### Wires at chosen ports, followed through buffers

Scale: 4 px per micron.
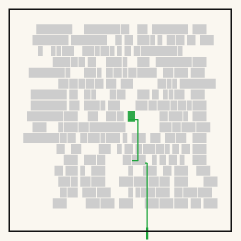
### Cell outlines without signal wires

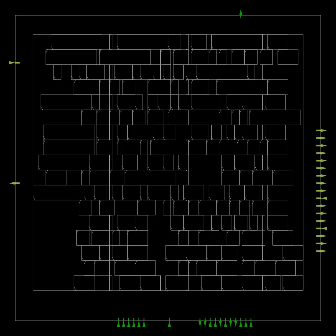
--- src/rtl/multicycle_controller.sv ---
// Sequencing FSM for the multicycle MIPS datapath: steps each instruction through
// FETCH..WRITEBACK and drives every mux select and write strobe of the shared datapath.
module multicycle_controller #(
  parameter int WAIT_TIMEOUT = 255,
  parameter int TIMEOUT_W    = 8
) (
  input  logic       clock,
  input  logic       reset,
  input  logic [5:0] opcode,
  input  logic [5:0] funct,
  input  logic       zero_flag,
  input  logic       mem_ready,
  output logic       mem_req,
  output logic       mem_write,
  output logic       i_or_d,
  output logic       ir_write,
  output logic       pc_write,
  output logic [1:0] pc_src,
  output logic       alu_src_a,
  output logic [1:0] alu_src_b,
  output logic [1:0] alu_control,
  output logic       reg_write,
  output logic       reg_dest,
  output logic       mem_to_reg,
  output logic       instr_done,
  output logic       illegal_op,
  output logic       bus_error,
  output logic [3:0] state_dbg
);

  typedef enum logic [3:0] {
    S_FETCH  = 4'd0,
    S_DECODE = 4'd1,
    S_MEMADR = 4'd2,
    S_MEMRD  = 4'd3,
    S_MEMWB  = 4'd4,
    S_MEMWR  = 4'd5,
    S_REX    = 4'd6,
    S_RWB    = 4'd7,
    S_BEQ    = 4'd8,
    S_AEX    = 4'd9,
    S_AWB    = 4'd10,
    S_JMP    = 4'd11,
    S_TRAP   = 4'd15
  } state_t;

  localparam logic [5:0] OpRtype = 6'h00;
  localparam logic [5:0] OpLw    = 6'h23;
  localparam logic [5:0] OpSw    = 6'h2B;
  localparam logic [5:0] OpBeq   = 6'h04;
  localparam logic [5:0] OpAddi  = 6'h08;
  localparam logic [5:0] OpJ     = 6'h02;

  localparam logic [5:0] FnAdd = 6'h20;
  localparam logic [5:0] FnSub = 6'h22;
  localparam logic [5:0] FnAnd = 6'h24;
  localparam logic [5:0] FnOr  = 6'h25;

  localparam logic [1:0] AluAdd = 2'b00;
  localparam logic [1:0] AluSub = 2'b01;
  localparam logic [1:0] AluAnd = 2'b10;
  localparam logic [1:0] AluOr  = 2'b11;

  localparam logic [1:0] PcSrcAlu    = 2'b00;
  localparam logic [1:0] PcSrcAluOut = 2'b01;
  localparam logic [1:0] PcSrcJump   = 2'b10;

  localparam logic [1:0] SrcBReg    = 2'b00;
  localparam logic [1:0] SrcBFour   = 2'b01;
  localparam logic [1:0] SrcBImm    = 2'b10;
  localparam logic [1:0] SrcBBranch = 2'b11;

  localparam logic [TIMEOUT_W-1:0] TimeoutCount = TIMEOUT_W'(WAIT_TIMEOUT);

  state_t               r_state;
  logic [TIMEOUT_W-1:0] r_wait_cnt;
  logic                 r_illegal_op;
  logic                 r_bus_error;

  logic       w_in_mem;
  logic       w_timeout;
  logic       w_funct_ok;
  logic [1:0] w_funct_alu;

  always_comb begin
    w_funct_ok  = 1'b1;
    w_funct_alu = AluAdd;
    case (funct)
      FnAdd:   w_funct_alu = AluAdd;
      FnSub:   w_funct_alu = AluSub;
      FnAnd:   w_funct_alu = AluAnd;
      FnOr:    w_funct_alu = AluOr;
      default: w_funct_ok  = 1'b0;
    endcase
  end

  // mem_ready on the timeout cycle still completes the access
  assign w_in_mem  = (r_state == S_FETCH) || (r_state == S_MEMRD) || (r_state == S_MEMWR);
  assign w_timeout = w_in_mem && !mem_ready && (r_wait_cnt == TimeoutCount);

  always_ff @(posedge clock or posedge reset) begin
    if (reset) begin
      r_state      <= S_FETCH;
      r_wait_cnt   <= '0;
      r_illegal_op <= 1'b0;
      r_bus_error  <= 1'b0;
    end else begin
      if (w_in_mem && !mem_ready && !w_timeout)
        r_wait_cnt <= r_wait_cnt + TIMEOUT_W'(1);
      else
        r_wait_cnt <= '0;

      case (r_state)
        S_FETCH: begin
          if (mem_ready) begin
            r_state <= S_DECODE;
          end else if (w_timeout) begin
            r_bus_error <= 1'b1;
            r_state     <= S_TRAP;
          end
        end
        S_DECODE: begin
          case (opcode)
            OpRtype:    r_state <= S_REX;
            OpLw, OpSw: r_state <= S_MEMADR;
            OpBeq:      r_state <= S_BEQ;
            OpAddi:     r_state <= S_AEX;
            OpJ:        r_state <= S_JMP;
            default: begin
              r_illegal_op <= 1'b1;
              r_state      <= S_TRAP;
            end
          endcase
        end
        S_MEMADR: r_state <= (opcode == OpLw) ? S_MEMRD : S_MEMWR;
        S_MEMRD: begin
          if (mem_ready) begin
            r_state <= S_MEMWB;
          end else if (w_timeout) begin
            r_bus_error <= 1'b1;
            r_state     <= S_TRAP;
          end
        end
        S_MEMWB: r_state <= S_FETCH;
        S_MEMWR: begin
          if (mem_ready) begin
            r_state <= S_FETCH;
          end else if (w_timeout) begin
            r_bus_error <= 1'b1;
            r_state     <= S_TRAP;
          end
        end
        S_REX: begin
          if (w_funct_ok) begin
            r_state <= S_RWB;
          end else begin
            r_illegal_op <= 1'b1;
            r_state      <= S_TRAP;
          end
        end
        S_RWB:   r_state <= S_FETCH;
        S_BEQ:   r_state <= S_FETCH;
        S_AEX:   r_state <= S_AWB;
        S_AWB:   r_state <= S_FETCH;
        S_JMP:   r_state <= S_FETCH;
        S_TRAP:  r_state <= S_TRAP;
        default: r_state <= S_TRAP;
      endcase
    end
  end

  // Strobes are a decode of the current state, forced low while reset is high
  always_comb begin
    mem_req     = 1'b0;
    mem_write   = 1'b0;
    i_or_d      = 1'b0;
    ir_write    = 1'b0;
    pc_write    = 1'b0;
    pc_src      = PcSrcAlu;
    alu_src_a   = 1'b0;
    alu_src_b   = SrcBReg;
    alu_control = AluAdd;
    reg_write   = 1'b0;
    reg_dest    = 1'b0;
    mem_to_reg  = 1'b0;
    instr_done  = 1'b0;
    if (!reset) begin
      case (r_state)
        S_FETCH: begin
          mem_req   = 1'b1;
          alu_src_b = SrcBFour;
          ir_write  = mem_ready;
          pc_write  = mem_ready;
        end
        S_DECODE: alu_src_b = SrcBBranch;
        S_MEMADR: begin
          alu_src_a = 1'b1;
          alu_src_b = SrcBImm;
        end
        S_MEMRD: begin
          mem_req = 1'b1;
          i_or_d  = 1'b1;
        end
        S_MEMWB: begin
          reg_write  = 1'b1;
          mem_to_reg = 1'b1;
          instr_done = 1'b1;
        end
        S_MEMWR: begin
          mem_req    = 1'b1;
          mem_write  = 1'b1;
          i_or_d     = 1'b1;
          instr_done = mem_ready;
        end
        S_REX: begin
          alu_src_a   = 1'b1;
          alu_control = w_funct_alu;
        end
        S_RWB: begin
          reg_write   = 1'b1;
          reg_dest    = 1'b1;
          alu_control = w_funct_alu;
          instr_done  = 1'b1;
        end
        S_BEQ: begin
          alu_src_a   = 1'b1;
          alu_control = AluSub;
          pc_src      = PcSrcAluOut;
          pc_write    = zero_flag;
          instr_done  = 1'b1;
        end
        S_AEX: begin
          alu_src_a = 1'b1;
          alu_src_b = SrcBImm;
        end
        S_AWB: begin
          reg_write  = 1'b1;
          instr_done = 1'b1;
        end
        S_JMP: begin
          pc_src     = PcSrcJump;
          pc_write   = 1'b1;
          instr_done = 1'b1;
        end
        default: ;
      endcase
    end
  end

  assign illegal_op = r_illegal_op;
  assign bus_error  = r_bus_error;
  assign state_dbg  = reset ? 4'd0 : r_state;

endmodule

--- config.mk ---
export PLATFORM = sky130hd
export DESIGN_NAME = multicycle_controller
export DESIGN_NICKNAME = d
export VERILOG_FILES = /design/src/rtl/multicycle_controller.sv
export SDC_FILE = /design/constraint.sdc
export NUM_CORES = 1
export LEC_CHECK = 0
export CAP_MARGIN = 20
export CORE_MARGIN = 3
export CORE_UTILIZATION = 50
export CTS_CLUSTER_DIAMETER = 100
export DETAILED_ROUTE_END_ITERATION = 8
export GPL_TIMING_DRIVEN = 1
export PLACE_DENSITY = 0.83
export SYNTH_ARGS = -nofsm -noshare
export SYNTH_HDL_FRONTEND = slang
export SYNTH_SLANG_ARGS = --single-unit
--- constraint.sdc ---
create_clock -name clock -period 4.45 [get_ports clock]
set_clock_uncertainty 0.15 [all_clocks]
set_input_delay 0.6675 -clock clock [delete_from_list [all_inputs] [get_ports clock]]
set_output_delay 0.6675 -clock clock [all_outputs]
set_load 0.02 [all_outputs]
==> out/qor.csv <==
stage;metric;value;unit
timing;Pins Over Slew Limit;0;
timing;worst-margin pin slew;0.668;ns
clock_network;number of buffers created by CTS;3;
yosys;top_reg_cell synth;dfrtp_1;
detailed_routing;Post-Route WL;3.04;mm
power;Comb. pwr;436;uW
detailed_routing;1st-iter DRT viols;31;
timing;setup violators final;0;
power;largest power group;combinational logic;
layout;design area;1570;sq um
floorplan;Die Height;55.1;microns
layout;Seq/total area;22.4;%
power;NetSw;353;uW
worst_setup_path;end of the critical path;alu_control[0];
worst_hold_path;hold path depth;1;
worst_setup_path;worst r2r src;r_state[1];
power;Pwr Density;489;nW/um^2
yosys;Syn. warnings;0;
detailed_routing;Vias/cell;5.73;
layout;Clock buffers and inverters, area share;2.32;%
yosys;Syn Std Cell Area;1210;sq um
clock_network;CTS hold repair buffers;0;
layout;CLK BUF;4;
timing;Final period util;81.5;%
yosys;Synth Net Count;164;
clock_network;clk latency late pin;0.28;ns
yosys;register share after synthesis;29.0;%
worst_hold_path;hold worst-path end;r_wait_cnt[0];
timing;fin worst setup slack;0.822;ns
power;Seq. pwr;239;uW
detailed_routing;DRC;0;
power;leakage power;0.000600;uW
yosys;YS chip area;1210;sq um
worst_hold_path;Hold Startpoint;r_wait_cnt[0];
worst_setup_path;R2R depth;4;
timing;Slew HR;55.5;%
timing;setup TNS;0;ns
clock_network;H-tree depth;1;
job;tool warnings;26;
floorplan;number of well taps;28;
run_status;outcome;completed;
clock_network;postcts setup bufs;0;
clock_network;post-CTS sizing;0;
place;Area after DPL;1530;sq um
yosys;EDFF count, synth;0;
place;GPL Wtd Cong;0.870;
job;Max Cap Viol;0;
clock_network;Clock Sinks;14;
floorplan;die area;3040;sq um
power;clock group total power;91.1;uW
worst_setup_path;Arr. time, crit path;2.81;ns
place;DP HPWL;2.39;mm
worst_setup_path;peak fanout along the critical path;18;
floorplan;fp util;53.6;%
power;Int Power;413;uW
power;switching part of the total;46.1;%
layout;P&R area growth vs syn;29.7;%
detailed_routing;WL/cell;14.7;microns
place;pre-CTS setup slack;0.798;ns
layout;diodes inserted;0;
layout;Multi-input gate area;763;sq um
layout;Combinational Gates;121;
grt;first-pass GRT wire length;4.86;mm
yosys;cells after synthesis;147;
power;register share of total power;31.2;%
layout;Area-dominant class;multi-input combinational cells;
layout;final core utilization;69.5;%
clock_network;CTS clk-pin slew, worst paths;0.08;ns
layout;Reg area;350;sq um
power;clock share of power;11.9;%
layout;Data buffer area share;23.6;%
floorplan;Cell Rows;17;
yosys;Synth Area per Inst;8.21;sq um
yosys;top cell type by total area after synthesis;dfrtp_1;
clock_network;Root Driver;clkbuf_4;
grt;largest net degree at the start of global routing;21;
yosys;commonest cells in the netlist;nor2_1, dfrtp_1, nand2b_1;
yosys;Post-synth ARST share;100;%
worst_hold_path;Hold Path Class;flip-flop to flip-flop;
detailed_routing;post-route ant nets;0;
grt;antenna violations before repair;0;
layout;non-clock buffer count;37;
worst_setup_path;Worst EP required;3.63;ns
detailed_routing;Vias;1187;
yosys;FF+latch count, synth;14;
place;Cells after DPL;203;
worst_setup_path;Reg2Reg Capture Point;r_state[2];
power;VDD IR-drop max;0.449;mV
Back to the opening pictures, 'Wires at chosen ports, followed through buffers':
| port | colour | bits | direction | end cells | buffers | wire |
|---|---|---|---|---|---|---|
| mem_write | green | 1 | output | 1 | 1 | 30.8 microns |
IO Port Bufs: 37
IO Pins: 38

Back to the opening pictures, 'Cell outlines without signal wires':
Post-Layout Cell Count: 207
Fillers: 195
flop count: 14

[logic make-up (layout without fill, tap and decap cells)]
family | Yosys count | count (layout) | synth area share (%)
compound gates | 27 | 27 | 16.3
xor+xnor | 8 | 8 | 5.80
fa+ha+maj | 1 | 1 | 1.04
simple gates | 82 | 82 | 37.5
buf+inv | 12 | 44 | 7.77
flops | 14 | 14 | 29.0
mux | 3 | 3 | 2.59
[metrics by stage]
stage,total power (uW),hold WS (ns)
2_1_floorplan,569,0.298
3_3_place_gp,659,0.300
3_5_place_dp,673,0.316
4_1_cts,766,0.336
5_1_grt,830,0.360
6_report,766,0.331
[worst max-delay path, stage by stage]
cell and delay (ns):
clkdlybuf4s50_1 0.63, inv_2 0.38, nand2b_1 0.16, nor3_1 0.20, o21bai_1 0.14, clkdlybuf4s50_1 0.62
[per-layer routing]
layer	global-route usage [%]	vias to the layer above	wire [microns]
li1	-	591	-
met1	29.9	552	1360
met2	35.6	38	1470
met3	4.83	6	182
met4	3.64	0	30
met5	0	-	0
[registers in the layout (all words and copies together) (netlist names)]
signal / count
r_state: 4
illegal_op: 1
bus_error: 1
r_wait_cnt: 8
[cells in the final DEF, fill, tap and decap left out, types with 2 or more instances in the layout]
cell             synthesis  layout
or3_1                    3       3
o211ai_1                 3       3
clkdlybuf4s50_1          0      37
nand2b_1                10      10
a21oi_1                  4       4
inv_2                    2       2
o21bai_1                 2       2
a211oi_1                 2       2
nor3b_1                  2       2
nor3_1                   8       8
dfrtp_1                 14      14
o21ai_0                  4       4
nor2_1                  21      21
xor2_1                   7       7
nand4_1                  3       3
and3_1                   3       3
nand3_1                  4       4
mux2i_1                  2       2
or4b_1                   2       2
nand2_1                  8       8
clkbuf_4                 0       3
nor2b_1                  7       7
No activity file was given, so power comes from the tool's default toggle rates.
